==> config.mk <==
export PLATFORM = sky130hd
export DESIGN_NAME = seg7_scan_decoder
export DESIGN_NICKNAME = d
export VERILOG_FILES = /design/src/rtl/seg7_pkg.sv /design/src/rtl/seg7_pattern_decode.sv /design/src/rtl/seg7_scan_decoder.sv
export SDC_FILE = /design/constraint.sdc
export NUM_CORES = 1
export LEC_CHECK = 0
export CAP_MARGIN = 20
export CORE_MARGIN = 8
export CORE_UTILIZATION = 28
export CTS_BUF_LIST = sky130_fd_sc_hd__clkbuf_4
export CTS_CLUSTER_DIAMETER = 50
export CTS_CLUSTER_SIZE = 10
export DETAILED_ROUTE_END_ITERATION = 8
export SLEW_MARGIN = 15
export SYNTH_ARGS = -nofsm -noshare
export SYNTH_HDL_FRONTEND = slang
export SYNTH_SLANG_ARGS = --single-unit
==> constraint.sdc <==
create_clock -name clk -period 7.2 [get_ports clk]
set_input_delay 2.16 -clock clk [delete_from_list [all_inputs] [get_ports clk]]
set_output_delay 2.16 -clock clk [all_outputs]
set_load 0.01 [all_outputs]
==> src/rtl/seg7_pkg.sv <==
// rtl/seg7_pkg.sv - shared segment patterns and decoder FSM state type
// Purpose: active-low 7-segment patterns {g..a} as produced by the display
//          encoder, digit count, and the scan-decoder FSM state encoding.
// Ports:   none (package)
package seg7_pkg;

    localparam int N_DIGITS = 4;

    localparam logic [6:0] SEG_0     = 7'b1000000;
    localparam logic [6:0] SEG_1     = 7'b1111001;
    localparam logic [6:0] SEG_2     = 7'b0100100;
    localparam logic [6:0] SEG_3     = 7'b0110000;
    localparam logic [6:0] SEG_4     = 7'b0011001;
    localparam logic [6:0] SEG_5     = 7'b0010010;
    localparam logic [6:0] SEG_6     = 7'b0000010;
    localparam logic [6:0] SEG_7     = 7'b1111000;
    localparam logic [6:0] SEG_8     = 7'b0000000;
    localparam logic [6:0] SEG_9     = 7'b0010000;
    localparam logic [6:0] SEG_BLANK = 7'b1111111;

    typedef enum logic [1:0] {
        COLLECT = 2'd0,
        CONVERT = 2'd1,
        PUBLISH = 2'd2
    } dec_state_t;

endpackage

==> src/rtl/seg7_pattern_decode.sv <==
// rtl/seg7_pattern_decode.sv - active-low 7-segment pattern to BCD digit
// Purpose: combinational decode of one segment pattern.
// Ports:   pattern_i [6:0]  segment lines {g..a}, active low
//          legal_o          pattern is a digit 0..9 or blank
//          blank_o          pattern is all segments off
//          digit_o   [3:0]  decoded digit; 0 for blank and illegal patterns
module seg7_pattern_decode
    import seg7_pkg::*;
(
    input  logic [6:0] pattern_i,
    output logic       legal_o,
    output logic       blank_o,
    output logic [3:0] digit_o
);

    always_comb begin
        legal_o = 1'b1;
        blank_o = 1'b0;
        digit_o = 4'd0;
        case (pattern_i)
            SEG_0:     digit_o = 4'd0;
            SEG_1:     digit_o = 4'd1;
            SEG_2:     digit_o = 4'd2;
            SEG_3:     digit_o = 4'd3;
            SEG_4:     digit_o = 4'd4;
            SEG_5:     digit_o = 4'd5;
            SEG_6:     digit_o = 4'd6;
            SEG_7:     digit_o = 4'd7;
            SEG_8:     digit_o = 4'd8;
            SEG_9:     digit_o = 4'd9;
            SEG_BLANK: blank_o = 1'b1;
            default:   legal_o = 1'b0;
        endcase
    end

endmodule

==> src/rtl/seg7_scan_decoder.sv <==
// rtl/seg7_scan_decoder.sv - rebuild the value shown on a scanned 4-digit 7-seg display
// Purpose: snoops the active-low seg/an/dp lines, captures each digit once it
//          has been stable for SETTLE cycles, assembles complete frames and
//          publishes them as binary and BCD.
// Ports:   clk, rst          clock, synchronous active-high reset
//          seg [6:0]         segment lines {g..a}, active low
//          an  [3:0]         digit enables, active low, an[0] = units
//          dp                decimal point, active low (synchronized only)
//          value [13:0]      binary value of the last published frame
//          digits [15:0]     BCD {d3,d2,d1,d0} of the last published frame
//          valid             1-cycle pulse when value/digits update
//          err               1-cycle pulse when a frame was rejected
//          stale             high when nothing was published for TIMEOUT cycles
module seg7_scan_decoder
    import seg7_pkg::*;
#(
    parameter int SETTLE  = 8,
    parameter int TIMEOUT = 262144
) (
    input  logic        clk,
    input  logic        rst,
    input  logic [6:0]  seg,
    input  logic [3:0]  an,
    input  logic        dp,
    output logic [13:0] value,
    output logic [15:0] digits,
    output logic        valid,
    output logic        err,
    output logic        stale
);

    localparam int CW = $clog2(SETTLE + 1);
    localparam int TW = $clog2(TIMEOUT + 1);

    logic [6:0]            seg_s1_q, seg_s2_q;
    logic [N_DIGITS-1:0]   an_s1_q, an_s2_q;
    logic                  dp_s1_q, dp_s2_q;
    logic [10:0]           prev_q;
    logic [CW-1:0]         stab_q, stab_d;
    logic [4*N_DIGITS-1:0] slot_q, slot_d;
    logic [N_DIGITS-1:0]   seen_q, seen_d;
    logic                  frame_bad_q, frame_bad_d;

    dec_state_t            state_q;
    logic [15:0]           conv_q;
    logic                  conv_bad_q;
    logic [13:0]           acc_q;
    logic [1:0]            step_q;
    logic [3:0]            conv_digit;
    logic [13:0]           value_q;
    logic [15:0]           digits_q;
    logic                  valid_q, err_q, stale_q;
    logic [TW-1:0]         stale_cnt_q;

    logic                  same, capture, one_hot, multi, handoff;
    logic [N_DIGITS-1:0]   an_low;
    logic                  dec_legal, dec_blank;
    logic [3:0]            dec_digit;
    logic                  dp_unused;

    // The decimal point is synchronized alongside the other lines but carries
    // no information for the readback.
    assign dp_unused = dp_s2_q;

    seg7_pattern_decode u_decode (
        .pattern_i (seg_s2_q),
        .legal_o   (dec_legal),
        .blank_o   (dec_blank),
        .digit_o   (dec_digit)
    );

    assign same    = ({seg_s2_q, an_s2_q} == prev_q);
    // stab_q counts stable cycles beyond the first; this fires on the
    // SETTLE-th identical cycle and only once, since the counter then saturates.
    assign capture = same && (stab_q == CW'(SETTLE - 2));
    assign an_low  = ~an_s2_q;
    assign one_hot = (an_low != '0) && ((an_low & (an_low - 4'd1)) == '0);
    assign multi   = (an_low != '0) && !one_hot;
    // Frame hand-off: slots move to conversion, and any capture in this same
    // cycle is counted towards the next frame.
    assign handoff = (state_q == COLLECT) && (seen_q == '1);

    always_comb begin
        stab_d = stab_q;
        if (!same) begin
            stab_d = '0;
        end else if (stab_q != CW'(SETTLE)) begin
            stab_d = stab_q + CW'(1);
        end
    end

    always_comb begin
        slot_d      = slot_q;
        seen_d      = handoff ? '0 : seen_q;
        frame_bad_d = handoff ? 1'b0 : frame_bad_q;
        if (capture) begin
            if (one_hot) begin
                for (int k = 0; k < N_DIGITS; k++) begin
                    if (an_low[k]) begin
                        slot_d[4*k +: 4] = (dec_legal && !dec_blank) ? dec_digit : 4'd0;
                        seen_d[k]        = 1'b1;
                    end
                end
                if (!dec_legal) begin
                    frame_bad_d = 1'b1;
                end
            end else if (multi) begin
                frame_bad_d = 1'b1;
            end
        end
    end

    always_ff @(posedge clk) begin
        if (rst) begin
            seg_s1_q    <= SEG_BLANK;
            seg_s2_q    <= SEG_BLANK;
            an_s1_q     <= '1;
            an_s2_q     <= '1;
            dp_s1_q     <= 1'b1;
            dp_s2_q     <= 1'b1;
            prev_q      <= {SEG_BLANK, 4'hF};
            stab_q      <= '0;
            slot_q      <= '0;
            seen_q      <= '0;
            frame_bad_q <= 1'b0;
        end else begin
            seg_s1_q    <= seg;
            seg_s2_q    <= seg_s1_q;
            an_s1_q     <= an;
            an_s2_q     <= an_s1_q;
            dp_s1_q     <= dp;
            dp_s2_q     <= dp_s1_q;
            prev_q      <= {seg_s2_q, an_s2_q};
            stab_q      <= stab_d;
            slot_q      <= slot_d;
            seen_q      <= seen_d;
            frame_bad_q <= frame_bad_d;
        end
    end

    // Most significant digit first so acc*10 + d builds the binary value.
    always_comb begin
        case (step_q)
            2'd0:    conv_digit = conv_q[15:12];
            2'd1:    conv_digit = conv_q[11:8];
            2'd2:    conv_digit = conv_q[7:4];
            default: conv_digit = conv_q[3:0];
        endcase
    end

    always_ff @(posedge clk) begin
        if (rst) begin
            state_q     <= COLLECT;
            conv_q      <= '0;
            conv_bad_q  <= 1'b0;
            acc_q       <= '0;
            step_q      <= '0;
            value_q     <= '0;
            digits_q    <= '0;
            valid_q     <= 1'b0;
            err_q       <= 1'b0;
            stale_q     <= 1'b0;
            stale_cnt_q <= '0;
        end else begin
            valid_q <= 1'b0;
            err_q   <= 1'b0;
            if (stale_cnt_q != TW'(TIMEOUT)) begin
                stale_cnt_q <= stale_cnt_q + TW'(1);
            end
            if (stale_cnt_q >= TW'(TIMEOUT - 1)) begin
                stale_q <= 1'b1;
            end
            case (state_q)
                COLLECT: begin
                    if (seen_q == '1) begin
                        conv_q     <= slot_q;
                        conv_bad_q <= frame_bad_q;
                        acc_q      <= '0;
                        step_q     <= '0;
                        state_q    <= CONVERT;
                    end
                end
                CONVERT: begin
                    acc_q  <= (acc_q << 3) + (acc_q << 1) + {10'd0, conv_digit};
                    step_q <= step_q + 2'd1;
                    if (step_q == 2'd3) begin
                        state_q <= PUBLISH;
                    end
                end
                PUBLISH: begin
                    if (!conv_bad_q) begin
                        value_q     <= acc_q;
                        digits_q    <= conv_q;
                        valid_q     <= 1'b1;
                        stale_cnt_q <= '0;
                        stale_q     <= 1'b0;
                    end else begin
                        err_q <= 1'b1;
                    end
                    state_q <= COLLECT;
                end
                default: state_q <= COLLECT;
            endcase
        end
    end

    assign value  = value_q;
    assign digits = digits_q;
    assign valid  = valid_q;
    assign err    = err_q;
    assign stale  = stale_q;

endmodule

### Congestion heat map, run 1

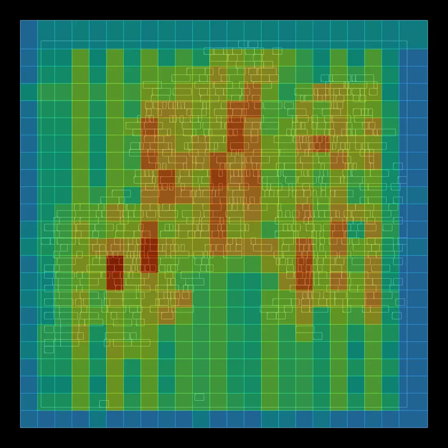
Avg WL per Cell: 12.8 µm
gr busiest metal: met2
GR Util met2: 15.3%

### Clock distribution, run 1

Drawn at 3 px/µm.
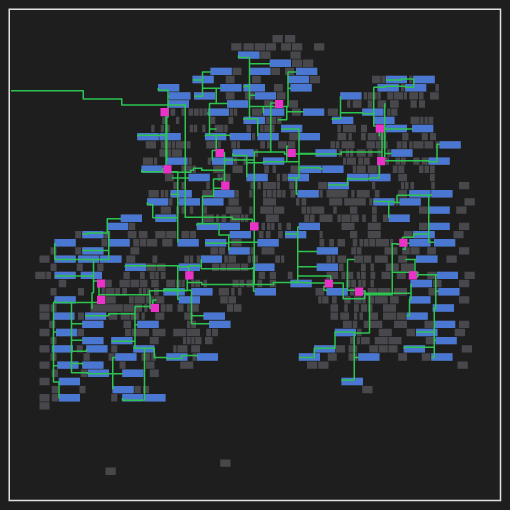
Key: green = clock wires [length 1740 µm]; magenta = clock drivers [count 17]; blue = flip-flops [count 145]
There are 18 routed clock nets.
Fin Clk Skew: 0.0235 ns
Clock Latency Late Sink: 0.57 ns
Clk pwr share: 36.9%
P_clk: 0.506 mW

==> results.toml, run 1 <==
# synthesis and place-and-route metrics
[placement]
gp_congestion = 0.772

[layout]
regArea_mm2 = 0.00290
lay_top_cells = "dfxtp_1 (145), nand2_1 (81), a21oi_1 (46), clkdlybuf4s50_1 (44)"
area_growth_pct = 16.5

[floorplan]
die_h_um = 163
io_pins = 47
die_w_um = 163
fp_util_pct = 28.2
core_area_mm2 = 0.0216

[grt]
antenna_found_initial = 0
use_met3_pct = 3.05

[logic_synthesis]
synth.cellmix.adderShare_pct = 7.42
syn_nets = 687
ys_cells = 639
numSynthFlops = 145
ys_seq_share_pct = 47.8
synth_cell_type_count = 56
ys_chip_area_mm2 = 0.00607
ys_sh_mux_pct = 2.97

[worst_setup_path]
worst-path-buf-inv = 1
cp.required_ns = 5.04
critPathKind = "flip-flop to output pin"

[power]
power_leader = "sequential cells"
p_per_area_mw_per_mm2 = 194
power_leakage_nw = 2.63
seq_cell_power_mw = 0.820

[drt]
drt_iter0_markers = 159
drc = 0

[clock_tree]
cts_resized = 0
htree_levels = 4
numCtsBuffers = 17
clk_pin_slew_ns = 0.13
hold_buffers = 0
cts_root_buf = "clkbuf_4"
post_cts_buffers = 0

[final_timing]
rsz0062_at_grt = "no"

[status]
outcome = "completed"
### Gate-type map, run 1

Drawn at 2 px/µm.
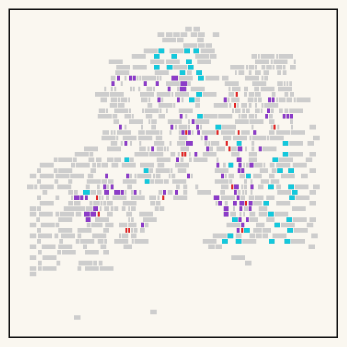
Key: purple = aoi and oai cells [cells 81]; cyan = non-inverting ao/oa cells [cells 44]; red = inv cells [cells 18]
Commonest Layout Cell: dfxtp_1
post-route insts no fill: 970

### Wire density map, run 1

Drawn at 2 px/µm. 33 x 33 tiles, from white (low) to dark blue (high), scaled to the fullest tile. Values are wire area over tile area, all layers added.
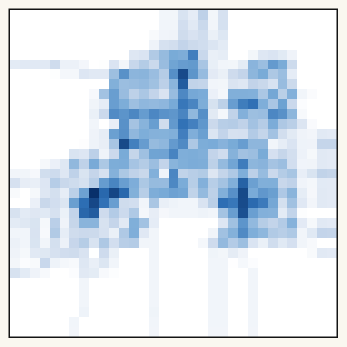
The densest ninth of the die: middle. The mean over all tiles is 0.073. The fullest tile reaches 0.45. 43% of the tiles are nearly empty. 8.3% of the tiles are over half the peak.
Post-Route WL: 12.4 mm
total track usage: 9.56%

## run 1: layout make-up
class	count	area share (%)
tap	280	4.95
clock buffer	17	1.80
timing repair buffer	51	7.04
sequential	145	41.0
clock inverter	15	2.12
inverter	18	0.955
multi-input combinational	444	42.1
## run 1: sequential cells by signal, summed over array words and instances (netlist names), 7 cells and up
name	count
slot_q	16
acc_q	14
conv_q	16
seg_s1_q	7
value	14
digits	16
prev_q	11
stale_cnt_q	19
seg_s2_q	7
## run 1: stage by stage
step           util (%)  worst slack, ns  cell area, µm²  cells
2_1_floorplan         -             4.16            6070    639
3_3_place_gp       31.5             3.46            6780    937
3_5_place_dp       31.5             3.45            6780    937
4_1_cts            32.7             3.48            7060    969
5_1_grt            32.8             3.37            7070    970
6_report           32.8             3.53            7070    970
## run 1: worst paths after layout
check / startpoint / slack [ns] / cells after the start / to
max reg2reg: step_q[0] / 3.70 / 13 / acc_q[10]
min: an_s1_q[2] / 0.42 / 1 / an_s2_q[2]
max: digits[3] / 3.53 / 1 / digits[3]
min reg2reg: an_s1_q[2] / 0.42 / 1 / an_s2_q[2]
## run 1: cells in the mapped netlist, types with 5 or more instances
library cell / n / area, µm²
a22o_1: 36 / 315
inv_1: 18 / 67.6
nand2_1: 81 / 304
or3_1: 5 / 31.3
nor2_1: 37 / 139
mux2i_1: 18 / 180
dfxtp_1: 145 / 2900
and3_1: 6 / 37.5
a21oi_1: 46 / 230
clkbuf_1: 26 / 97.6
or2_2: 33 / 206
ha_1: 32 / 400
nand4_1: 6 / 37.5
xnor2_1: 15 / 131
xor2_1: 23 / 201
nor3_1: 11 / 55.1
o21ai_0: 12 / 60.1
nand3_1: 20 / 100
### Nets reached from selected ports, run 1

Drawn at 3 px/µm.
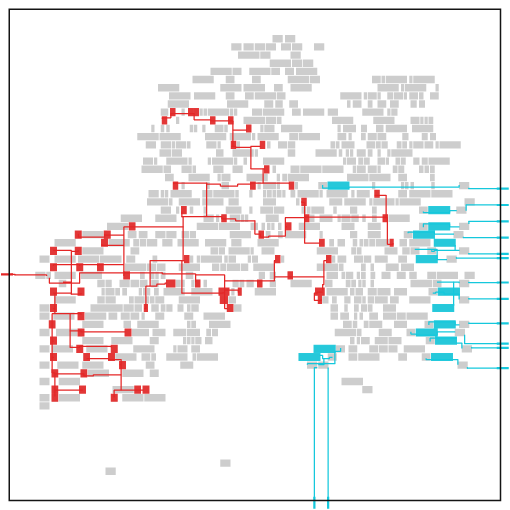

==> run 2: changes to the inputs <==
Clock period 7.2 ns to 3.4 ns, I/O delays scaled along.
### Nets reached from selected ports, run 2

Drawn at 3 px/µm.
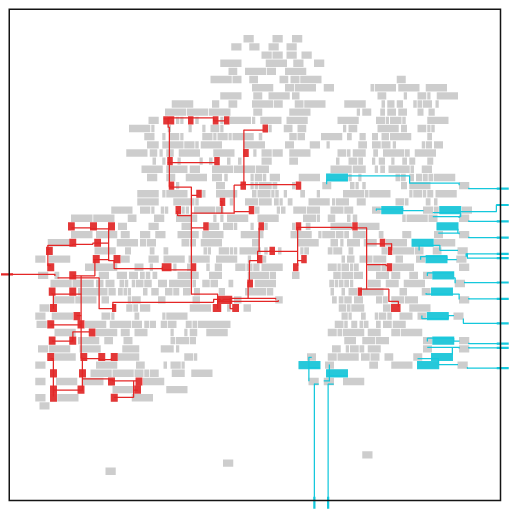
Key: red = rst [bits 1, direction input, edge left, end cells 69, wire 721 µm]; cyan = value [bits 14, direction output, edge 12 right, 2 bottom, end cells 14, wire 443 µm]
Port Buffers: 45
num ports: 47

==> results.toml, run 2 <==
# synthesis and place-and-route metrics
[logic_synthesis]
syn_nets = 687
ys_chip_area_mm2 = 0.00607
top_cell = "dfxtp_1"
ys_cells = 639
synth_cell_type_count = 56
synth_top_area_share_pct = 47.8

[worst_hold_path]
hold_end = "an_s2_q[3]"
hp-start = "an_s1_q[3]"
hold-path-cell-count = 1

[final_timing]
rsz0062_at_grt = "yes"

[layout]
regMostFlops = "stale_cnt_q"
lay_top_cells = "dfxtp_1 (144), nand2_1 (81), a21oi_1 (45), clkdlybuf4s50_1 (44)"
largest_reg_flops = 19
regArea_mm2 = 0.00290

[clock_tree]
post_cts_buffers = 0
htree_levels = 4
cts_root_buf = "clkbuf_4"
numCtsBuffers = 17
hold_buffers = 0

[worst_setup_path]
r2r_end = "acc_q[10]"
critPathKind = "flip-flop to flip-flop"
reg2regPathDepth = 13
r2r-start = "step_q[0]"
worst-path-buf-inv = 1

[floorplan]
fp_util_pct = 28.2
die_w_um = 163
core_area_mm2 = 0.0216

[power]
power_leakage_nw = 2.66
p_per_area_mw_per_mm2 = 425

[status]
outcome = "completed"

[drt]
drt_iter0_markers = 164
drt_wl_total_mm = 12.9
drc = 0

[grt]
grt.total_usage_pct = 10.1
antenna_found_initial = 0

[placement]
gp_congestion = 0.802
### Clock distribution, run 2

Drawn at 3 px/µm.
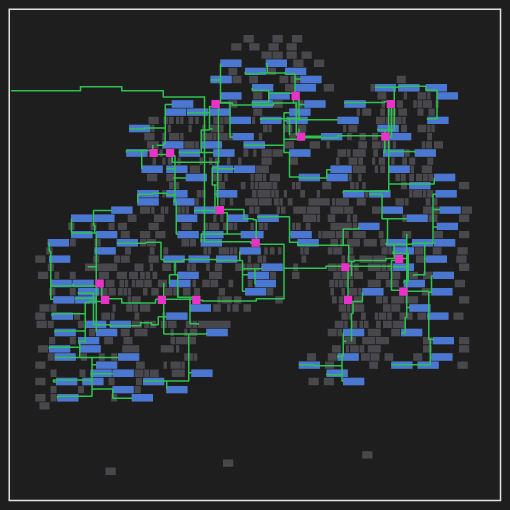
Key: green = clock wires [length 1850 µm]; blue = flip-flops [count 145]; magenta = clock drivers [count 17]
There are 18 routed clock nets.
Clock Latency Late Sink: 0.56 ns
Clk pwr share: 39.4%
Fin Clk Skew: 0.0312 ns
P_clk: 1.19 mW

==> run 2: layout make-up <==
type,count,share of cell area [%]
repair buffers,53,7.09
multi-input cells,444,42.0
well taps,280,4.91
clock inverters,15,2.56
flip-flops and latches,145,40.7
inverters,18,0.948
clock buffers,17,1.79
==> run 2: worst max-delay path by stage <==
stage,depth (start not counted),to,startpoint
after detailed placement,13,acc_q[10],step_q[0]
after global routing,13,acc_q[10],step_q[0]
after floorplan,13,acc_q[10],step_q[1]
final,13,acc_q[10],step_q[0]
after CTS,13,acc_q[10],step_q[0]
after global placement,13,acc_q[10],step_q[0]
==> run 2: power by group through the flow <==
stage	Combinational (mW)	Sequential, mW	Clock [mW]
after floorplan	0.0745	1.77	0
after global placement	0.0988	1.77	0
after detailed placement	0.100	1.78	0
after CTS	0.100	1.74	1.23
after global routing	0.112	1.74	1.32
final	0.0978	1.74	1.19
==> run 2: logic make-up after synthesis <==
logic type	count (synthesis)	synth area share, %
AND/OR/NAND/NOR	227	18.6
flip-flops	145	47.8
AND-OR/OR-AND	125	14.0
buffers and inverters	50	3.40
XOR/XNOR	39	5.75
adder cells (fa/ha/maj)	35	7.42
multiplexers	18	2.97
==> run 2: per-layer routing <==
layer | global-route usage (%) | up-vias
li1 | - | 2310
met5 | 0 | -
met4 | 3.13 | 0
met2 | 16.5 | 62
met1 | 12.5 | 2108
met3 | 3.23 | 6
==> run 2: through the flow <==
stage                     std cells  worst slack [ns]  area [µm²]  hold slack, ns
after detailed placement        940            0.0492        6800           0.394
after CTS                       972            0.0175        7110           0.429
after global placement          940            0.0738        6800           0.392
final                           972             0.136        7130           0.427
after global routing            972           -0.0321        7130           0.447
after floorplan                 639             0.364        6070           0.389
Power figures rest on the tool's default switching activity, not on a simulated workload.
